==> config.mk <==
export PLATFORM = sky130hd
export DESIGN_NAME = fetch_ctrl_flat
export DESIGN_NICKNAME = d
export VERILOG_FILES = /design/src/rtl/fetch_ctrl_if.sv /design/src/rtl/fetch_ctrl.sv /design/src/flat_wrapper.sv
export SDC_FILE = /design/constraint.sdc
export NUM_CORES = 1
export LEC_CHECK = 0
export CORE_MARGIN = 3
export CORE_UTILIZATION = 51
export DETAILED_ROUTE_END_ITERATION = 6
export GPL_TIMING_DRIVEN = 1
export PLACE_DENSITY = 0.8
export SYNTH_ARGS = -nofsm -noshare
export SYNTH_HDL_FRONTEND = slang
export SYNTH_SLANG_ARGS = --single-unit
export TNS_END_PERCENT = 50
==> constraint.sdc <==
create_clock -name CLK -period 5.76 [get_ports CLK]
set_clock_uncertainty 0.1 [all_clocks]
set_input_delay 1.152 -clock CLK [delete_from_list [all_inputs] [get_ports CLK]]
set_output_delay 1.152 -clock CLK [all_outputs]
set_load 0.03 [all_outputs]
Fig. 1: run 1, register map, names as in the netlist
Other sequential cells in the stronger gray, the rest of the logic in the fainter gray.
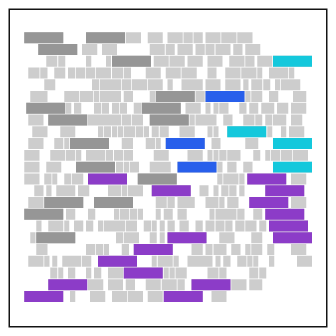
u_core.wait_cnt: in cyan, flops 4, where east. u_core.state: in blue, flops 3. u_core.bus.Cycle_Count: in purple, flops 16.
Seq area share: 32.53%
fin util: 71.90%
Reg area: 975.9 sq um

Fig. 2: run 1, clock wires, drivers and flops
Bar = 20 um.
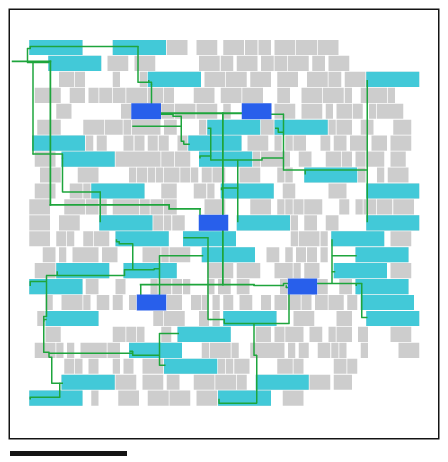
flip-flops: in cyan, count 39. clock wires: in green, length 523 um. clock-net drivers: in blue, count 5.
Position of the flops: widely spread.
Clock group: 205 uW
Worst-Skew Late Latency: 0.29 ns

Fig. 3: run 1, metal layers overlaid
Bar = 20 um.
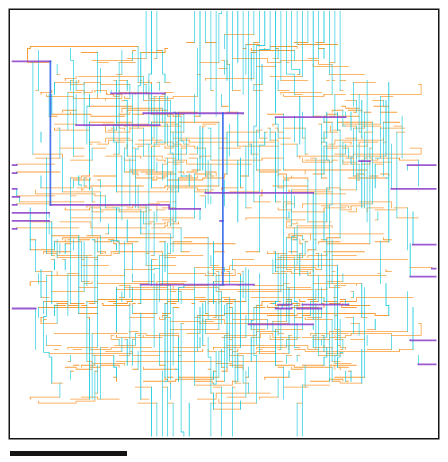
M4: in blue, wire length 53.7 um. M1: in orange, wire length 2,530 um. M3: in purple, wire length 202 um. M2: in cyan, wire length 2,760 um.
DR vias: 2,134
Total GRT Usage: 22.01%
WL final: 5550 um
drt wl/cell: 15.04 um

Fig. 4: run 1, ports around the boundary
Pins as bars across the die edge, other pins in gray.
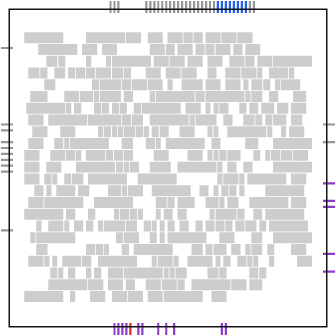
bus_Target: in blue, pins 8, direction output, edge north. bus_Cycle_Count: in purple, pins 16, direction output, edge 11 south, 5 east. bus_start: in red, pins 1, direction output, edge south.
All pins by edge: 31 north, 12 south, 10 west, 7 east.
die width: 73.04 um
Vert. Die Dim: 73.04 um
port buffer count: 59

==> deck_impl_summary.md, run 1 <==
Key Metrics from the Run

Route
  – Met2 WL: 2760 um
  – Wl on met1: around 2500 um
  – Vias per cell: 5.783
  – Initial DRT Pass Iterations: 4
  – Max layer used: met4
  – Initial DRC Count: about 140
  – Drt drc: 0

CTS
  – Root buf cell: clkbuf_8
  – Inserted Clock Buffers: 5
  – CTS tree: yes
  – CTS Sinks: 39
  – Worst-path clk slew: ~0.070 ns
  – Post-CTS setup buffers: 0
  – H-tree depth: 2
  – CTS Hold Bufs: 0
  – Buffer levels on the longest clock path: 2

Job
  – Max cap viols: 0

Critical path
  – Worst setup EP type: output pin
  – Setup CP Type: in -> out
  – Slowest stage cell on the critical path: clkdlybuf4s50_1
  – CP arrival: 3.00 ns
  – Register-to-Register Path Depth: 6
  – Critical path peak fanout: 9
  – Worst path max stage delay: between 0.6 and 0.7 ns
  – Delay-heaviest family, CP: buffers and inverters
  – R2R setup slack: around 3.5 ns
  – Worst path buffer plus inverter count: 2
  – Startpoint Class: primary input
  – WP depth: 5
  – Critical path, cell by cell: clkdlybuf4s50_1, nor2_1, and3_1, and2_1, clkdlybuf4s50_1

STA
  – Final TNS setup: 0 ns
  – Fin. max-slew vios: 0
  – Relative slew slack: 55.66%
  – Period minus WS final: approximately 4.3 ns
  – Final hold vios: 0
  – RSZ-0062 raised after global routing: no
  – Setup violators final: 0

Placed design
  – Dpl hpwl: 4061 um
  – Area after DPL: slightly below 0.003 sq mm
  – Routability Congestion: 0.8351

Synth
  – Async SR Flop Fraction: 100.0%
  – Post-Syn Instances: 261
  – Most used DFF post-synth: dfrtp_1
  – Register share after synthesis: around 43%
  – Mapped Area: ~0.0023 sq mm
  – Top-count cell post-synth: dfrtp_1
  – Distinct lib cells used: between 50 and 60
  – Top cells by count: dfrtp_1, nand2_1, nor2_1, o21ai_0, nand3_1
  – Ys Warns: 0
  – Top cell area share: a little over two fifths
  – Synth area leader: dfrtp_1
  – EDFF count, synth: 0
  – Ys flops: 39

Cells and area
  – Antenna diode count: 0
  – Fin nets: about 340
  – Final Instance Area: ~0.003 sq mm
  – Layout cell share with drive strength beyond 1: 6.897%

Global route
  – Met2 usage: a little over a third
  – Grt ovf: 0
  – First-pass GRT wire length: 9446 um
  – Most Crowded Layer GR: met2
  – Met3 Track Usage GR: under 10%

Power
  – Cell Pwr Density: ~360 mW/mm^2
  – Worst vdd ir: roughly 0.00027 V
  – Leakage power: 0.001291 uW

Hold path
  – Hold Path Stages: 1

Die
  – Cell Rows: 23
  – Starting Density: 54.93%

Outcome
  – Run status: finished, final reports clean
[run 1: per-stage QoR]
step / total power (uW) / std cells / hold WS (ns) / worst slack (ns) / util (%)
after floorplan: 732.8 / 261 / 0.3885 / 2.104 / -
after global placement: 867.2 / 361 / 0.4011 / 1.595 / 69.51
after detailed placement: 876.8 / 361 / 0.3977 / 1.492 / 69.51
after CTS: 1084 / 369 / 0.4241 / 1.487 / 71.90
after global routing: 1156 / 369 / 0.4503 / 1.357 / 71.90
final: 1076 / 369 / 0.4245 / 1.506 / 71.90
[run 1: layout by cell type (no fill, tap or decap), types with 9 or more instances in the layout]
| cell | Yosys | final |
|---|---|---|
| nor2_1 | 24 | 24 |
| o21ai_0 | 14 | 14 |
| nand3_1 | 12 | 12 |
| o21ai_1 | 9 | 9 |
| nand4_1 | 9 | 9 |
| nand2_1 | 30 | 30 |
| o31ai_1 | 10 | 10 |
| dfrtp_1 | 39 | 39 |
| clkdlybuf4s50_1 | 0 | 59 |
| and2_1 | 11 | 11 |
[run 1: area by class of cell]
cell class | count | area (sq um)
timing repair buffer | 60 | 598.1
sequential | 39 | 975.9
fill | 333 | 1172
clock buffer | 8 | 100.1
tap | 50 | 62.56
multi-input combinational | 203 | 1230
inverter | 9 | 33.78
[run 1: power breakdown]
group	internal [uW]	switching (uW)	leakage [uW]
sequential	322	70.1	0.000527
combinational	185	295	0.000713
clock	109	95.2	0.0000515
total	616	460	0.00129
[run 1: kinds of logic after synthesis]
| family | share of synthesized area [%] |
|---|---|
| and+or+nand+nor | 29.59 |
| AOI/OAI and AO/OA | 19.27 |
| DFF | 42.58 |
| buffers and inverters | 3.766 |
| muxes | 2.238 |
| adders and majority gates | 2.183 |
| xor gates and xnor gates | 0.3822 |
Fig. 5: run 1, clock wiring as the flow saved it
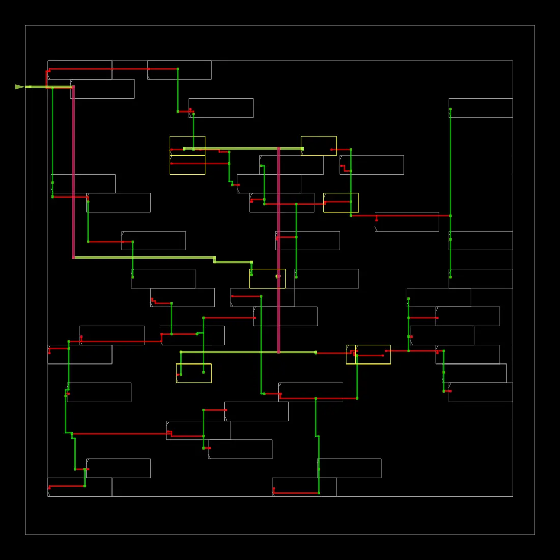

==> run 2, diff against run 1 <==
--- a/config.mk
+++ b/config.mk
@@ -6,10 +6,10 @@
 export NUM_CORES = 1
 export LEC_CHECK = 0
 export CORE_MARGIN = 3
-export CORE_UTILIZATION = 51
+export CORE_UTILIZATION = 49
 export DETAILED_ROUTE_END_ITERATION = 6
 export GPL_TIMING_DRIVEN = 1
-export PLACE_DENSITY = 0.8
+export PLACE_DENSITY = 0.77
 export SYNTH_ARGS = -nofsm -noshare
 export SYNTH_HDL_FRONTEND = slang
 export SYNTH_SLANG_ARGS = --single-unit
==> constraint.sdc (replaced) <==
create_clock -name CLK -period 4 [get_ports CLK]
set_clock_uncertainty 0.1 [all_clocks]
set_input_delay 0.8 -clock CLK [delete_from_list [all_inputs] [get_ports CLK]]
set_output_delay 0.8 -clock CLK [all_outputs]
set_load 0.03 [all_outputs]
Fig. 6: run 2, clock wiring as the flow saved it
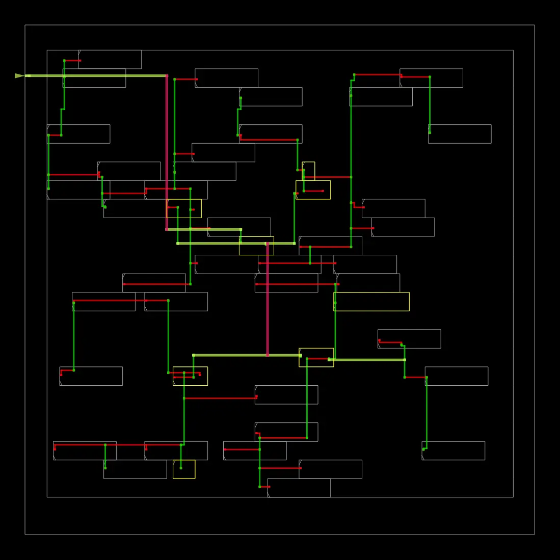
clkbuf count: 5
Inserted Clock Buffers: 5
Clock group: 332 uW
Flop Count: 39

==> run 2 against run 1 <==
Worst hold slack worse by 0.012 ns. Count of clock-buffer cells in the layout is 3 lower. Non-clock buffer count rose by 1. Register-to-register slack worse by 1.8 ns. Setup slack worse by 1.2 ns. Sequential cell count unchanged. Die size grew 3.7%. Utilization shrank 3.8 points. Wire length grew 0.25%. Clock power up 62%. Cell area grew 0.92%. Global-route usage decreased by 0.87 points.
==> deck_impl_summary.md, run 2 <==
Key Metrics from the Run

CTS
  – CTS tree: yes
  – Post-CTS setup buffers: 0
  – CTS Sinks: 39
  – H-tree depth: 2
  – Root buf cell: clkbuf_8

Cells and area
  – Layout cell share with drive strength beyond 1: between 7 and 8%
  – Antenna diode count: 0
  – Fin util: approximately two thirds
  – # fillers: about 380
  – Top Layout Cells: clkdlybuf4s50_1, dfrtp_1, nand2_1
  – Fin nets: between 300 and 400
  – Most frequent logic cell in the layout: clkdlybuf4s50_1

Synth
  – Register share after synthesis: approximately 43%
  – Post-synthesis mux area share: under 10%
  – Post-Syn Instances: approximately 260
  – Most used DFF post-synth: dfrtp_1
  – Top-count cell post-synth: dfrtp_1
  – Fa+ha+maj area frac: between 2 and 2.5%
  – Distinct lib cells used: roughly 55
  – Post-Synth Simple-Gate Area: between 20 and 30%
  – Ys Warns: 0
  – EDFF count, synth: 0
  – Xor/xnor share: 0.3821%
  – Ys flops: 39
  – Ao+oa area frac: between 10% and 20%
  – Comb area leader: simple AND/OR/NAND/NOR gates
  – Top cells by count: dfrtp_1, nand2_1, nor2_1, o21ai_0, nand3_1
  – Mapped Area: around 0.0023 sq mm

Power
  – Combinational Power Share: between 40% and 50%
  – Clock network power share: between 20% and 30%
  – Cell Pwr Density: 528.1 mW/mm^2
  – Worst vdd ir: 0.0003768 V
  – Net Sw Frac: 42.36%
  – Switching power: slightly below 700 uW
  – Int Power: a little over 900 uW
  – Leakage power: 0.001307 uW
  – Power share of the sequential group: a little over a third

Route
  – Drt drc: 0
  – Initial DRC Count: around 180
  – Vias per cell: just under 6

Die
  – Die width: 74.40 um
  – Starting Density: around 52%
  – Cell Rows: 24

Placed design
  – Dpl hpwl: around 4000 um
  – Port buffer count: ~59
  – Routability Congestion: 0.8642

Hold path
  – Hold Path Stages: 1

Critical path
  – CP arrival: ~2.8 ns
  – Register-to-Register Path Depth: 6
  – Setup CP Type: reg -> out
  – Critical path peak fanout: 12
  – R2R setup slack: 1.75 ns
  – Startpoint Class: flop

STA
  – Final TNS setup: 0 ns
  – RSZ-0062 raised after global routing: no
  – Final hold vios: 0
  – Setup violators final: 0
  – WHS: 0.4123 ns
  – Period minus WS final: 3.652 ns
  – Fin. max-slew vios: 0

Outcome
  – Run status: finished, final reports clean

Job
  – Max cap viols: 0
Fig. 7: run 2, metal layers overlaid
Bar = 20 um.
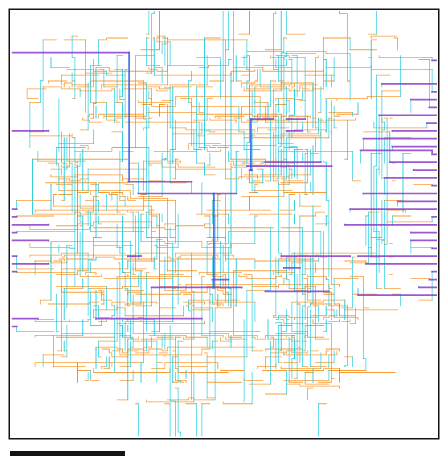
M3: in purple, wire length 376 um. M1: in orange, wire length 2,570 um. M4: in blue, wire length 47.6 um. M2: in cyan, wire length 2,570 um.
drt wl/cell: 14.96 um
DR vias: 2,175
Total GRT Usage: 21.14%
WL final: 5564 um

[run 2: layout make-up]
cell class / instances / area [sq um] / share of cell area (%)
multi-input combinational: 203 / 1235 / 40.79
timing repair buffer: 61 / 605.6 / 20.00
sequential: 39 / 975.9 / 32.23
inverter: 9 / 33.78 / 1.116
clock buffer: 5 / 68.82 / 2.273
clock inverter: 3 / 43.79 / 1.446
tap: 52 / 65.06 / 2.149
[run 2: through the flow]
stage / worst slack (ns) / total power, uW / cells / instance area, sq um
6_report: 0.3481 / 1599 / 372 / 3028
3_3_place_gp: 0.5577 / 1256 / 364 / 2910
5_1_grt: 0.1185 / 1713 / 372 / 3028
4_1_cts: 0.2381 / 1606 / 372 / 3023
3_5_place_dp: 0.5164 / 1269 / 364 / 2910
2_1_floorplan: 0.8944 / 1055 / 261 / 2292
[run 2: repair_timing]
item | in CTS | in global routing
endpoints found under the setup margin | 0 | 3
hold endpoints to repair | 0 | 0
hold buffers | 0 | 0
resized | 0 | 1
[run 2: layer usage]
layer  global-route usage (%)  vias up  wire length [um]
met5                        0        -                 0
met4                    5.336        0                47
met3                    4.324        6               376
met2                    34.15       71              2574
met1                    29.16     1034              2565
li1                         -     1064                 -
[run 2: worst max-delay path, stage by stage (launching register included)]
cell	delay (ns)
dfrtp_1	0.55
nor2b_4	0.29
nand2_1	0.26
nor2_1	0.24
and3_1	0.30
and2_1	0.16
clkdlybuf4s50_1	0.66
[run 2: power groups by stage]
stage / registers, uW / clock network [uW] / logic (uW)
3_3_place_gp: 569 / 0 / 688
2_1_floorplan: 608 / 0 / 448
6_report: 568 / 332 / 699
5_1_grt: 580 / 356 / 777
4_1_cts: 566 / 341 / 699
3_5_place_dp: 572 / 0 / 697
Power and IR drop assume default switching activity.
